===== config.mk =====
export PLATFORM = sky130hd
export DESIGN_NAME = muldiv_unit
export DESIGN_NICKNAME = d
export VERILOG_FILES = /design/src/rtl/muldiv_unit.sv
export SDC_FILE = /design/constraint.sdc
export NUM_CORES = 1
export LEC_CHECK = 0
export CAP_MARGIN = 20
export CORE_ASPECT_RATIO = 1.75
export CORE_MARGIN = 2
export CORE_UTILIZATION = 60
export DETAILED_ROUTE_END_ITERATION = 16
export PLACE_DENSITY = 0.86
export SYNTH_ARGS = -nofsm -noshare
export SYNTH_HDL_FRONTEND = slang
export SYNTH_SLANG_ARGS = --single-unit

===== constraint.sdc =====
create_clock -name clk -period 4.8 [get_ports clk]
set_input_delay 0.96 -clock clk [delete_from_list [all_inputs] [get_ports clk]]
set_output_delay 0.96 -clock clk [all_outputs]
set_load 0.01 [all_outputs]

===== src/rtl/muldiv_unit.sv =====
// Iterative multiply/divide unit: one bit per cycle over XLEN cycles, then a sign-fix cycle.
// Divide-by-zero and signed overflow may bypass the iteration when EARLY_OUT is set.
module muldiv_unit #(
    parameter int unsigned XLEN      = 32,
    parameter bit          EARLY_OUT = 1'b1
) (
    input  logic            clk,
    input  logic            rst_n,
    input  logic            flush,
    input  logic            in_valid,
    output logic            in_ready,
    input  logic [4:0]      alu_op,
    input  logic [XLEN-1:0] alu_a,
    input  logic [XLEN-1:0] alu_b,
    output logic            out_valid,
    input  logic            out_ready,
    output logic [XLEN-1:0] alu_result
);

    localparam int unsigned CNT_W = $clog2(XLEN);

    localparam logic [2:0] OP_MUL    = 3'd0;
    localparam logic [2:0] OP_MULH   = 3'd1;
    localparam logic [2:0] OP_MULHSU = 3'd2;
    localparam logic [2:0] OP_MULHU  = 3'd3;
    localparam logic [2:0] OP_DIV    = 3'd4;
    localparam logic [2:0] OP_DIVU   = 3'd5;
    localparam logic [2:0] OP_REM    = 3'd6;
    localparam logic [2:0] OP_REMU   = 3'd7;

    typedef enum logic [1:0] {S_IDLE, S_CALC, S_FIX, S_DONE} state_t;

    state_t            r_state;
    state_t            w_state_nxt;
    logic [2:0]        r_op;
    logic              r_neg;
    logic              r_spec;
    logic [XLEN-1:0]   r_spec_res;
    logic [XLEN-1:0]   r_hi;
    logic [XLEN-1:0]   r_lo;
    logic [XLEN-1:0]   r_b;
    logic [CNT_W-1:0]  r_cnt;
    logic              r_in_ready;
    logic              r_out_valid;
    logic [XLEN-1:0]   r_result;

    // Operand decode at acceptance time
    logic [2:0]        w_op_lo;
    logic              w_legal;
    logic              w_is_div;
    logic              w_a_s;
    logic              w_b_s;
    logic              w_a_neg;
    logic              w_b_neg;
    logic              w_neg;
    logic [XLEN-1:0]   w_a_mag;
    logic [XLEN-1:0]   w_b_mag;
    logic              w_div0;
    logic              w_ovf;
    logic              w_spec;
    logic [XLEN-1:0]   w_spec_res;
    logic              w_accept;
    logic              w_fast;

    assign w_op_lo  = alu_op[2:0];
    assign w_legal  = (alu_op[4:3] == 2'b10);
    assign w_is_div = w_op_lo[2];
    assign w_a_s    = (w_op_lo == OP_MULH) || (w_op_lo == OP_MULHSU) ||
                      (w_op_lo == OP_DIV)  || (w_op_lo == OP_REM);
    assign w_b_s    = (w_op_lo == OP_MULH) || (w_op_lo == OP_DIV) || (w_op_lo == OP_REM);
    assign w_a_neg  = w_a_s & alu_a[XLEN-1];
    assign w_b_neg  = w_b_s & alu_b[XLEN-1];
    assign w_a_mag  = w_a_neg ? (-alu_a) : alu_a;
    assign w_b_mag  = w_b_neg ? (-alu_b) : alu_b;
    // Remainder follows the dividend sign; quotient and product follow the sign xor
    assign w_neg    = (w_op_lo == OP_REM) ? w_a_neg : (w_a_neg ^ w_b_neg);
    assign w_div0   = w_legal & w_is_div & (alu_b == '0);
    assign w_ovf    = w_legal & ((w_op_lo == OP_DIV) || (w_op_lo == OP_REM)) &
                      (alu_a == {1'b1, {(XLEN-1){1'b0}}}) & (alu_b == '1);
    assign w_spec   = w_div0 | w_ovf;
    assign w_accept = (r_state == S_IDLE) & in_valid & ~flush;
    assign w_fast   = ~w_legal | (EARLY_OUT & w_spec);

    always_comb begin
        w_spec_res = '0;
        if (w_legal && w_div0) begin
            w_spec_res = w_op_lo[1] ? alu_a : '1;
        end else if (w_legal && w_ovf) begin
            w_spec_res = w_op_lo[1] ? '0 : alu_a;
        end
    end

    // One iteration step: shift-add multiply and restoring divide share r_hi/r_lo
    logic [XLEN:0]     w_sum;
    logic [XLEN:0]     w_shift;
    logic [XLEN:0]     w_diff;

    assign w_sum   = {1'b0, r_hi} + (r_lo[0] ? {1'b0, r_b} : '0);
    assign w_shift = {r_hi, r_lo[XLEN-1]};
    assign w_diff  = w_shift - {1'b0, r_b};

    logic [2*XLEN-1:0] w_prod_fix;
    logic [XLEN-1:0]   w_quo_fix;
    logic [XLEN-1:0]   w_rem_fix;
    logic [XLEN-1:0]   w_fix_res;

    assign w_prod_fix = r_neg ? (-{r_hi, r_lo}) : {r_hi, r_lo};
    assign w_quo_fix  = r_neg ? (-r_lo) : r_lo;
    assign w_rem_fix  = r_neg ? (-r_hi) : r_hi;

    always_comb begin
        w_fix_res = '0;
        case (r_op)
            OP_MUL:                      w_fix_res = w_prod_fix[XLEN-1:0];
            OP_MULH, OP_MULHSU, OP_MULHU: w_fix_res = w_prod_fix[2*XLEN-1:XLEN];
            OP_DIV, OP_DIVU:             w_fix_res = w_quo_fix;
            OP_REM, OP_REMU:             w_fix_res = w_rem_fix;
            default:                     w_fix_res = '0;
        endcase
        if (r_spec) begin
            w_fix_res = r_spec_res;
        end
    end

    // State register
    always_ff @(posedge clk or negedge rst_n) begin
        if (!rst_n) begin
            r_state <= S_IDLE;
        end else begin
            r_state <= w_state_nxt;
        end
    end

    // Next-state logic; flush overrides everything
    always_comb begin
        w_state_nxt = r_state;
        case (r_state)
            S_IDLE: if (in_valid) w_state_nxt = w_fast ? S_DONE : S_CALC;
            S_CALC: if (r_cnt == CNT_W'(XLEN - 1)) w_state_nxt = S_FIX;
            S_FIX:  w_state_nxt = S_DONE;
            S_DONE: if (out_ready) w_state_nxt = S_IDLE;
            default: w_state_nxt = S_IDLE;
        endcase
        if (flush) begin
            w_state_nxt = S_IDLE;
        end
    end

    // Output decode: next values of the registered outputs
    logic            w_in_ready_d;
    logic            w_out_valid_d;
    logic            w_res_load;
    logic [XLEN-1:0] w_res_d;

    always_comb begin
        w_in_ready_d  = (w_state_nxt == S_IDLE);
        w_out_valid_d = (w_state_nxt == S_DONE);
        w_res_load    = 1'b1;
        w_res_d       = '0;
        if (w_state_nxt == S_DONE) begin
            if (r_state == S_IDLE) begin
                w_res_d = w_spec_res;
            end else if (r_state == S_FIX) begin
                w_res_d = w_fix_res;
            end else begin
                w_res_load = 1'b0;
            end
        end
    end

    // Datapath and output registers
    always_ff @(posedge clk or negedge rst_n) begin
        if (!rst_n) begin
            r_op        <= '0;
            r_neg       <= 1'b0;
            r_spec      <= 1'b0;
            r_spec_res  <= '0;
            r_hi        <= '0;
            r_lo        <= '0;
            r_b         <= '0;
            r_cnt       <= '0;
            r_in_ready  <= 1'b1;
            r_out_valid <= 1'b0;
            r_result    <= '0;
        end else begin
            if (w_accept) begin
                r_op       <= w_op_lo;
                r_neg      <= w_neg;
                r_spec     <= w_spec;
                r_spec_res <= w_spec_res;
                r_cnt      <= '0;
                r_hi       <= '0;
                r_lo       <= w_is_div ? w_a_mag : w_b_mag;
                r_b        <= w_is_div ? w_b_mag : w_a_mag;
            end else if (r_state == S_CALC) begin
                r_cnt <= r_cnt + CNT_W'(1);
                if (!r_op[2]) begin
                    r_hi <= w_sum[XLEN:1];
                    r_lo <= {w_sum[0], r_lo[XLEN-1:1]};
                end else if (!w_diff[XLEN]) begin
                    r_hi <= w_diff[XLEN-1:0];
                    r_lo <= {r_lo[XLEN-2:0], 1'b1};
                end else begin
                    r_hi <= w_shift[XLEN-1:0];
                    r_lo <= {r_lo[XLEN-2:0], 1'b0};
                end
            end
            r_in_ready  <= w_in_ready_d;
            r_out_valid <= w_out_valid_d;
            if (w_res_load) begin
                r_result <= w_res_d;
            end
        end
    end

    assign in_ready   = r_in_ready;
    assign out_valid  = r_out_valid;
    assign alu_result = r_result;

endmodule


### Wire density map

(2 px per µm) The die is cut into 13 by 22 equal tiles; dark blue is low, red is high, scaled to the fullest tile. Values are wire area over tile area, all layers added.
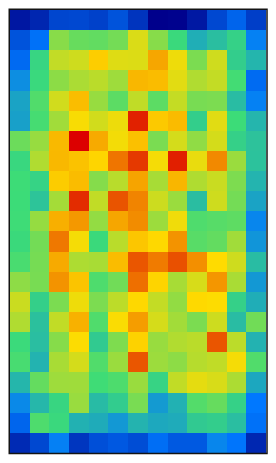
The fullest tile reaches 0.76. The densest ninth of the die: centre. The mean over all tiles is 0.43.

### Metal 3

(1.5 px per µm)
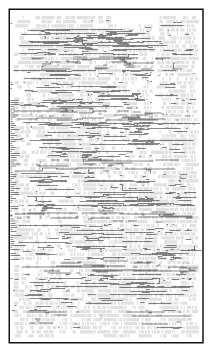
The layer carries 6430 µm of wire. The longest straight run is 98.7 µm. The wires run mostly horizontal. 428 nets have wire on it. The layer holds 9.6% of the routed length.

### Placed standard cells

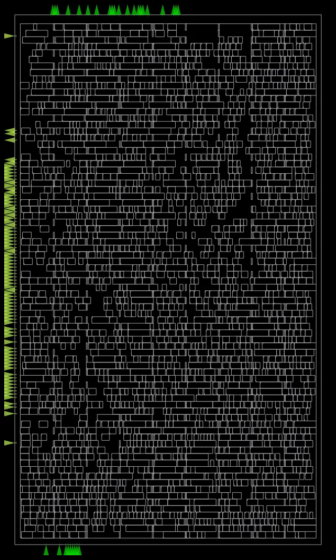
post-layout util: 68.7%
number of flip-flops and latches: 174

### I/O nets highlighted

(3 px per µm)
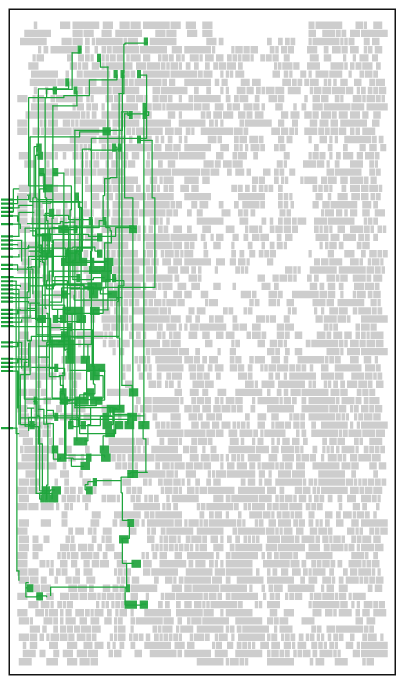
Key: green = alu_a [bits 32, direction input, end cells 112, buffers 43, wire 4180 µm]
total of buffers placed on input and output ports: 107
ports placed on the boundary: 108

### Wiring by layer

(2 px per µm) Two of the layers only.
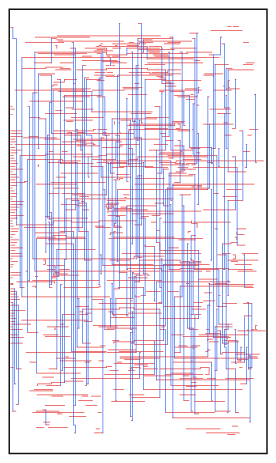
Key: red = metal 3 [wire length 6430 µm]; blue = metal 4 [wire length 8030 µm]

==> impl_report.txt <==
PHYSICAL IMPLEMENTATION REPORT
----------------------------------------------------
[Timing]
  Worst-case clock skew ........................ 10.7 ps
  Count of endpoints failing setup in the final report ........................ 0
  Hold violation count in the final report ........................ 0
  Summed negative setup slack over all endpoints ........................ 0 ps
  Final Max-Slew Violation Tally ........................ 0
  Min Tclk post-route ........................ 4630 ps
  Max-Slew Margin vs Limit ........................ 20.8%
  Maximum clock frequency ........................ 0.216 GHz
  RSZ-0062 raised after global routing ........................ false
  Final worst-path cycle share ........................ 96.5%
  Actual slew at the worst max-slew pin ........................ 1190 ps

[Setup path]
  Startpoint kind of the worst setup timing path ........................ flop
  Worst EP arrival ........................ 4980 ps
  Max Fanout on Critical Path ........................ 9
  Category of the most critical setup path ........................ flop to flop
  CP startpoint ........................ r_lo[31]$_DFFE_PN0P_
  R2r startpoint ........................ r_lo[31]$_DFFE_PN0P_
  Required time at the endpoint of the critical path ........................ 5150 ps
  Critical Path Sink Type ........................ flop

[Clocking]
  Clock-pin slew reported for the worst setup and hold paths after clock tree synthesis ........................ 70 ps
  Clock root buffer ........................ clkbuf_16
  Cell resize tally after clock tree synthesis ........................ 0
  Clock network latency to the later pin of the worst-skew pair ........................ 470 ps
  Buffers inserted during post-CTS setup optimization ........................ 0
  # hold bufs at CTS ........................ 0
  Inserted Clock Buffers ........................ 17
  H-tree levels ........................ 4
  CTS tree ........................ yes
  Deepest clock path buffer count ........................ 2
  TritonCTS sink count ........................ 174

[Run]
  Max Cap Violations ........................ 0
  Tool warning count ........................ 29

[Power and ir drop]
  Highest ir drop seen on vdd ........................ 0.582 mV
  Power density over the cells ........................ 572 nW/µm²
  Leakage power of the design ........................ 7.55 nW

[Place]
  Weighted congestion reported at the end of routability-driven placement ........................ 1.02
  Post-detailed-placement half-perimeter wirelength ........................ 51.1 mm
  Area after DPL ........................ 17700 µm²
  Inst Count DP ........................ 2502

[Final layout]
  Top cell excl fill/tap ........................ nand2_1
  Most used cells in the layout excluding fill and tap cells ........................ nand2_1, o21ai_0, nor2_1, a21oi_1, dfrtp_1
  Share of final-layout standard cells stronger than drive strength 1 ........................ 6.33%
  Growth of design area from synthesis to finish ........................ 12.9%
  Design Area, Final ........................ 18300 µm²
  Final cell count without fillers ........................ 2539
  Count of nets after finishing ........................ 2345

[Route]
  First drt pass iteration count ........................ 8
  Final WL ........................ 67.3 mm
  Wirelength per Cell ........................ 26.5 µm
  Drt drc ........................ 0
  Number of nets still failing antenna checks after routing ........................ 0
  First DRT Iteration DRCs ........................ 1990
  Via-per-instance ratio ........................ 7.05
  Via count of the routed design ........................ 17895

[Synth]
  Most used DFF post-synth ........................ dfrtp_1
  Post-synthesis instance area ........................ 16200 µm²
  Multiplexer share ........................ 3.11%
  Yosys chip area ........................ 16200 µm²
  Net count of the mapped netlist ........................ 2306
  Mean area per synthesized cell ........................ 7.50 µm²
  Comb area leader ........................ AND-OR/OR-AND gates
  Share of synthesized registers carrying an async set or reset ........................ 100%
  Flip-flop and latch count after synthesis ........................ 174
  EDFF count, synth ........................ 0
  Simple share ........................ 20.8%
  Cells after Synth ........................ 2159
  Compound-cell area share of the yosys netlist ........................ 29.7%
  Synth warn ........................ 0
  Cell variety after synth ........................ 78
  Parity-gate share of the synthesized area counting xor and xnor cells ........................ 8.55%
  Adders+Majority by Area ........................ 5.73%
  Number of cells in Yosys stat ........................ 2159
  Register share after synthesis ........................ 26.9%

[Global routing]
  Number of global-route vias before repair ........................ 17497
  Global route overflow ........................ 0
  GRT Total Usage ........................ 47.5%
  Maximum number of pins on one net before global-route repair ........................ 122
  Global-route wire length before repair ........................ 102 mm
  Antenna violations before repair ........................ 5

[Die]
  Starting utilization of the core area ........................ 60.9%
  Vertical die dimension ........................ 221 µm
  Core ar. ........................ 26600 µm²
  Rows ........................ 79
  Area of the die ........................ 28400 µm²
  Die width ........................ 128 µm

[Hold path]
  Launch instance of the worst min-delay path ........................ r_spec_res[2]$_DFFE_PN0P_
  Path class of the lowest-slack min-delay path ........................ flop to flop

[Status]
  Status ........................ finished clean

----------------------------------------------------
==> critical path, cell delays in order (launching register included) <==
cell	delay, ps
dfrtp_1	510
inv_1	130
ha_1	260
fa_1	410
nand2b_1	200
a21oi_1	340
o21ai_0	270
a21oi_1	740
o21ai_0	380
nand3_1	180
and3_1	160
buf_4	250
mux2_2	370
a21oi_1	230
nor2_1	70
==> cells in the mapped netlist, types with 25 or more instances <==
cell / n / share of area [%]
nand2_1: 242 / 5.6
o21ai_0: 218 / 6.7
nor2_1: 199 / 4.6
a21oi_1: 198 / 6.1
dfrtp_1: 173 / 27
clkbuf_1: 136 / 3.2
xnor2_1: 86 / 4.7
xor2_1: 72 / 3.9
ha_1: 71 / 5.5
o211ai_1: 68 / 3.2
inv_1: 64 / 1.5
o31ai_1: 56 / 2.6
mux2i_1: 47 / 2.9
nor3_1: 47 / 1.5
nand3_1: 45 / 1.4
a21o_1: 29 / 1.3
or3_1: 25 / 0.97
==> through the flow <==
step	hold slack (ps)	power [W]	setup WS, ps	util [%]
3_3_place_gp	452	0.00849	397	66.4
6_report	479	0.0105	168	68.7
3_5_place_dp	462	0.00864	343	66.4
4_1_cts	478	0.0101	586	68.7
2_1_floorplan	440	0.00657	1080	-
5_1_grt	507	0.0110	1.34	68.7
==> routing by layer <==
metal	share of wire [%]	routed length, µm	track usage, %	vias up
li1	-	-	-	7976
met1	32	21700	48.6	8376
met2	46	31200	77.0	1136
met3	9.6	6430	12.8	407
met4	12	8030	44.7	0
met5	0	0	0	-
==> cell families after synthesis <==
group                    Yosys count
AND-OR/OR-AND                    769
AND/OR/NAND/NOR                  716
buffers and inverters            219
flip-flops                       174
XOR/XNOR                         158
adder cells (fa/ha/maj)           73
multiplexers                      50
==> area by class of cell <==
type | count | area (µm²)
antenna | 4 | 10.0
clock buffer | 19 | 433
tap | 324 | 405
timing repair buffer | 173 | 1620
inverter | 66 | 248
fill | 2279 | 8320
sequential | 174 | 4360
clock inverter | 13 | 168
multi-input combinational | 1766 | 11000
==> where the power goes <==
part	internal, W	switching, W	total, W
Sequential	0.00180	0.000690	0.00249
Clock	0.000791	0.000690	0.00148
Combinational	0.00247	0.00402	0.00648
Total	0.00506	0.00540	0.0105
==> flip-flops by register name (all words and copies together), names as in the netlist <==
| register | count |
|---|---|
| alu_result | 32 |
| in_ready | 1 |
| out_valid | 1 |
| r_b | 32 |
| r_cnt | 5 |
| r_hi | 32 |
| r_lo | 32 |
| r_neg | 1 |
| r_op | 3 |
| r_spec | 1 |
| r_spec_res | 32 |
| r_state | 2 |
==> path summary, 6_finish.rpt <==
check | cells after the start | end | slack (ps)
worst min-delay path | 2 | r_spec_res[2]$_DFFE_PN0P_ | 480
worst max-delay path | 14 | r_hi[10]$_DFFE_PN0P_ | 170
worst min register to register | 2 | r_spec_res[2]$_DFFE_PN0P_ | 480
worst max register to register | 14 | r_hi[10]$_DFFE_PN0P_ | 170
min in group asynchronous | 1 | r_lo[10]$_DFFE_PN0P_ | 530
max in group asynchronous | 2 | r_op[2]$_DFFE_PN0P_ | 3180
Power and IR drop assume default switching activity.
